clock_wires.png
Scale bar: 50 um.
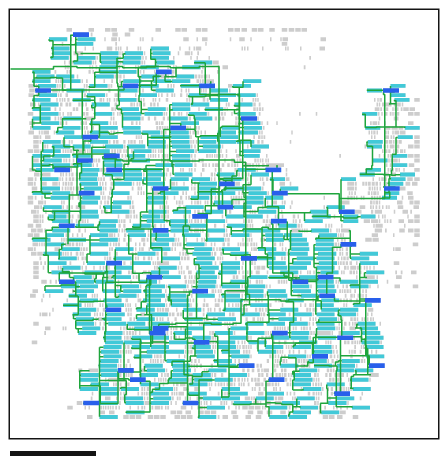
clock_nets.png
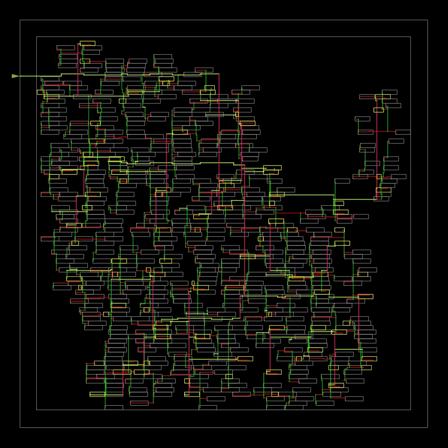
[src/rtl/pa_pkg.sv]
// Shared definitions for the PE-array result path: tile geometry and the
// writeback FSM state encoding.
package pa_pkg;

    localparam int NUM_LANES  = 4;
    localparam int NUM_ROWS   = 4;
    localparam int DATA_W     = 32;
    localparam int TILE_WORDS = NUM_LANES * NUM_ROWS;
    localparam int IDX_W      = $clog2(TILE_WORDS);

    typedef enum logic [2:0] {
        IDLE = 3'd0,
        SEL  = 3'd1,
        CAP  = 3'd2,
        SEND = 3'd3,
        FIN  = 3'd4
    } state_t;

endpackage

[src/rtl/rwb_tile_buffer.sv]
// Tile buffer for result_writeback: one full row of lanes written per cycle
// (with optional ReLU), one word read combinationally by flat row-major index.
module rwb_tile_buffer
    import pa_pkg::*;
#(
    parameter int DW    = DATA_W,
    parameter int LANES = NUM_LANES,
    parameter int ROWS  = NUM_ROWS
) (
    input  logic                     clk,
    input  logic                     wr_en,
    input  logic [$clog2(ROWS)-1:0]  wr_row,
    input  logic                     relu,
    input  logic [LANES*DW-1:0]      wr_lanes,
    input  logic [$clog2(ROWS*LANES)-1:0] rd_idx,
    output logic [DW-1:0]            rd_data
);

    localparam int LW = $clog2(LANES);
    localparam int IW = $clog2(ROWS * LANES);

    // Contents are don't-care until written, so the storage carries no reset.
    logic [LANES*DW-1:0] row_mem [ROWS];

    logic [IW-LW-1:0] rd_row;
    logic [LW-1:0]    rd_lane;

    function automatic logic signed [DW-1:0] relu_word(input logic signed [DW-1:0] v,
                                                       input logic en);
        if (en && (v < 0)) begin
            return '0;
        end
        return v;
    endfunction

    function automatic logic [LANES*DW-1:0] relu_row(input logic [LANES*DW-1:0] row,
                                                     input logic en);
        logic [LANES*DW-1:0] res;
        logic signed [DW-1:0] lane;
        res = '0;
        for (int i = 0; i < LANES; i++) begin
            lane = row[i*DW +: DW];
            res[i*DW +: DW] = relu_word(lane, en);
        end
        return res;
    endfunction

    always_ff @(posedge clk) begin
        if (wr_en) begin
            row_mem[wr_row] <= relu_row(wr_lanes, relu);
        end
    end

    assign rd_row  = rd_idx[IW-1:LW];
    assign rd_lane = rd_idx[LW-1:0];

    always_comb begin
        rd_data = row_mem[rd_row][rd_lane*DW +: DW];
    end

endmodule

[src/rtl/result_writeback.sv]
// Drains the 4x4 accumulator tile from the PE arrays row by row via out_sel,
// then streams the buffered words to memory over write_rdy/write_acq.
module result_writeback
    import pa_pkg::*;
#(
    parameter int DW      = DATA_W,
    parameter int LANES   = NUM_LANES,
    parameter int ROWS    = NUM_ROWS,
    parameter int SEL_LAT = 1
) (
    input  logic                clk,
    input  logic                rst_n,
    input  logic                start,
    input  logic                relu_en,
    input  logic [LANES*DW-1:0] result_flat,
    output logic [ROWS-1:0]     out_sel,
    output logic                busy,
    output logic [DW-1:0]       wr_data,
    output logic                write_rdy,
    input  logic                write_acq,
    output logic                done,
    output logic [15:0]         tile_cnt
);

    localparam int TILE = ROWS * LANES;
    localparam int IW   = $clog2(TILE);
    localparam int RW   = $clog2(ROWS);

    localparam logic [1:0]    WAIT_LAST = 2'((SEL_LAT > 0) ? SEL_LAT - 1 : 0);
    localparam logic [IW-1:0] IDX_LAST  = IW'(TILE - 1);
    localparam logic [RW-1:0] ROW_LAST  = RW'(ROWS - 1);
    // With zero select latency the result is already valid when out_sel is
    // driven, so each row goes straight to capture.
    localparam state_t ROW_ENTRY = (SEL_LAT == 0) ? CAP : SEL;

    state_t        state_q, state_d;
    logic [RW-1:0] row_q, row_d;
    logic [1:0]    wait_q, wait_d;
    logic [IW-1:0] idx_q, idx_d;
    logic          relu_q, relu_d;
    logic [15:0]   tile_cnt_q;

    logic          cap_en;
    logic [ROWS-1:0] sel_oh;
    logic [DW-1:0] rd_data;

    always_ff @(posedge clk or negedge rst_n) begin
        if (!rst_n) begin
            state_q    <= IDLE;
            row_q      <= '0;
            wait_q     <= '0;
            idx_q      <= '0;
            relu_q     <= 1'b0;
            tile_cnt_q <= '0;
        end else begin
            state_q <= state_d;
            row_q   <= row_d;
            wait_q  <= wait_d;
            idx_q   <= idx_d;
            relu_q  <= relu_d;
            if (state_q == FIN) begin
                tile_cnt_q <= tile_cnt_q + 16'd1;
            end
        end
    end

    always_comb begin
        state_d   = state_q;
        row_d     = row_q;
        wait_d    = wait_q;
        idx_d     = idx_q;
        relu_d    = relu_q;
        cap_en    = 1'b0;
        out_sel   = '0;
        busy      = 1'b0;
        write_rdy = 1'b0;
        done      = 1'b0;
        sel_oh    = '0;
        sel_oh[row_q] = 1'b1;

        case (state_q)
            IDLE: begin
                if (start) begin
                    relu_d  = relu_en;
                    row_d   = '0;
                    wait_d  = '0;
                    idx_d   = '0;
                    state_d = ROW_ENTRY;
                end
            end
            SEL: begin
                busy    = 1'b1;
                out_sel = sel_oh;
                if (wait_q == WAIT_LAST) begin
                    wait_d  = '0;
                    state_d = CAP;
                end else begin
                    wait_d = wait_q + 2'd1;
                end
            end
            CAP: begin
                busy    = 1'b1;
                out_sel = sel_oh;
                cap_en  = 1'b1;
                if (row_q == ROW_LAST) begin
                    row_d   = '0;
                    idx_d   = '0;
                    state_d = SEND;
                end else begin
                    row_d   = row_q + 1'b1;
                    state_d = ROW_ENTRY;
                end
            end
            SEND: begin
                busy      = 1'b1;
                write_rdy = 1'b1;
                if (write_acq) begin
                    if (idx_q == IDX_LAST) begin
                        idx_d   = '0;
                        state_d = FIN;
                    end else begin
                        idx_d = idx_q + 1'b1;
                    end
                end
            end
            FIN: begin
                done    = 1'b1;
                state_d = IDLE;
            end
            default: begin
                state_d = IDLE;
            end
        endcase
    end

    // wr_data follows the buffer only while offering a word, so it holds
    // steady under backpressure and reads as zero otherwise.
    always_comb begin
        wr_data = (state_q == SEND) ? rd_data : '0;
    end

    assign tile_cnt = tile_cnt_q;

    rwb_tile_buffer #(
        .DW    (DW),
        .LANES (LANES),
        .ROWS  (ROWS)
    ) u_tile_buffer (
        .clk      (clk),
        .wr_en    (cap_en),
        .wr_row   (row_q),
        .relu     (relu_q),
        .wr_lanes (result_flat),
        .rd_idx   (idx_q),
        .rd_data  (rd_data)
    );

endmodule

[config.mk]
export PLATFORM = sky130hd
export DESIGN_NAME = result_writeback
export DESIGN_NICKNAME = d
export VERILOG_FILES = /design/src/rtl/pa_pkg.sv /design/src/rtl/rwb_tile_buffer.sv /design/src/rtl/result_writeback.sv
export SDC_FILE = /design/constraint.sdc
export NUM_CORES = 1
export LEC_CHECK = 0
export ABC_AREA = 1
export CORE_MARGIN = 10
export CORE_UTILIZATION = 46
export CTS_CLUSTER_DIAMETER = 50
export CTS_CLUSTER_SIZE = 30
export DETAILED_ROUTE_END_ITERATION = 7
export MAX_ROUTING_LAYER = met4
export PLACE_DENSITY = 0.72
export SLEW_MARGIN = 20
export SYNTH_ARGS = -nofsm -noshare
export SYNTH_HDL_FRONTEND = slang
export SYNTH_SLANG_ARGS = --single-unit
[constraint.sdc]
create_clock -name clk -period 11.2 [get_ports clk]
set_clock_uncertainty 0.2 [all_clocks]
set_input_delay 2.24 -clock clk [delete_from_list [all_inputs] [get_ports clk]]
set_output_delay 2.24 -clock clk [all_outputs]
set_load 0.01 [all_outputs]
==> results_dict.tcl <==
# implementation run metrics
set metrics [dict create \
    yosys_area_um2 24250 \
    vias 17341 \
    comb-power_uw 1080 \
    pg_seq_uw 2630 \
    sh_comb_area_pct 20.70 \
    grt_max_degree 102 \
    topCellsByArea "edfxtp_1 63%, nand2_1 13%, nand3_1 6.8%" \
    taps 688 \
    rsz0062_at_grt "false" \
    yosys_cells 2474 \
    p_total_uw 5569 \
    relSlewSlack_pct 25.30 \
    top_area_cell "edfxtp_1" \
    cts_tree "done" \
    syn_area_um2 24250 \
    die_area_um2 62300 \
    post-route-min-period_ns 6.970 \
    leakage_uw 0.01208 \
    ys.warnings.count 0 \
    top_register "u_tile_buffer.row_mem" \
    finalSetupViolations 0 \
    final_common_cell "nand2_1" \
    whs_endpoint "tile_cnt[5]$_DFFE_PN0P_" \
    timing.rr.start "state_q[2]$_DFFE_PN0P_" \
    min_from "tile_cnt[5]$_DFFE_PN0P_" \
    p_sw_share_pct 31.33 \
    placed_cells 3249 \
    stdcell_area_um2 28320 \
    cts_setup_buffers 0 \
    status "complete, no violations" \
    regArea_um2 16080 \
    fp.coreArea_um2 52340 \
    fin_nets 2754 \
    initCoreUtil_pct 46.33 \
    yosys.area_share.adder_pct 0.4128 \
    drive_gt1_share_pct 5.009 \
    ys_seq_share_pct 66.30 \
    drc 0 \
    cp_common_cell "nand2_1" \
    instances_no_fill 3344 \
    top_layer_used "met4" \
    warning_count 32 \
    timing.rr.end "u_tile_buffer.row_mem[1][82]$_DFFE_PP_" \
    seq_power_share_pct 47.3 \
    ir_drop_uv 173.7 \
    cts.sinks 540 \
    ys_sh_xor_pct 0.3612 \
    required_ns 8.76 \
    drt_iter0_markers 1871 \
    power_leader "registers" \
    top_cells_by_count "821 x nand2_1, 512 x edfxtp_1, 425 x inv_1" \
    placed_cell_area_um2 26470 \
    grt_pass1_wl_um 99280 \
    hold_path_depth 1 \
    p_per_area_nw_per_um2 196.6 \
    ys_sh_aoi_pct 1.058 \
    cp-start-kind "register" \
    setup_ws_ns 4.230 \
    cp_num_buf_inv 3 \
    rrSetupSlack_ns 7.24 \
    edf_count 512 \
    nFillCells 4460 \
    wl_met3_um 4925 \
    yosys.cell_count.top_type "nand2_1" \
    switchingPower_uw 1744 \
    antenna_found_initial 1 \
    synth.avg_cell_area_um2 9.801 \
    drv_slew 0 \
    buffer_area_share_pct 7.244 \
    clk_share_pct 6.542 \
    synthTopLogicFamily "simple AND/OR/NAND/NOR gates" \
    cp-end-kind "output pin" \
]
About clock_wires.png:
- flip-flops: cyan (count 540)
- clock wires: green (length 5960 um)
- clock-net drivers: blue (count 50)
- routed clock nets: 51
Power Clock: 1860 uW
Clock Latency Late Sink: 0.61 ns
clock power share: 33.4%

About clock_nets.png:
Clock Buffer Count: 53
TritonCTS Buffers: 50

Power is estimated from default activity; no workload was simulated.
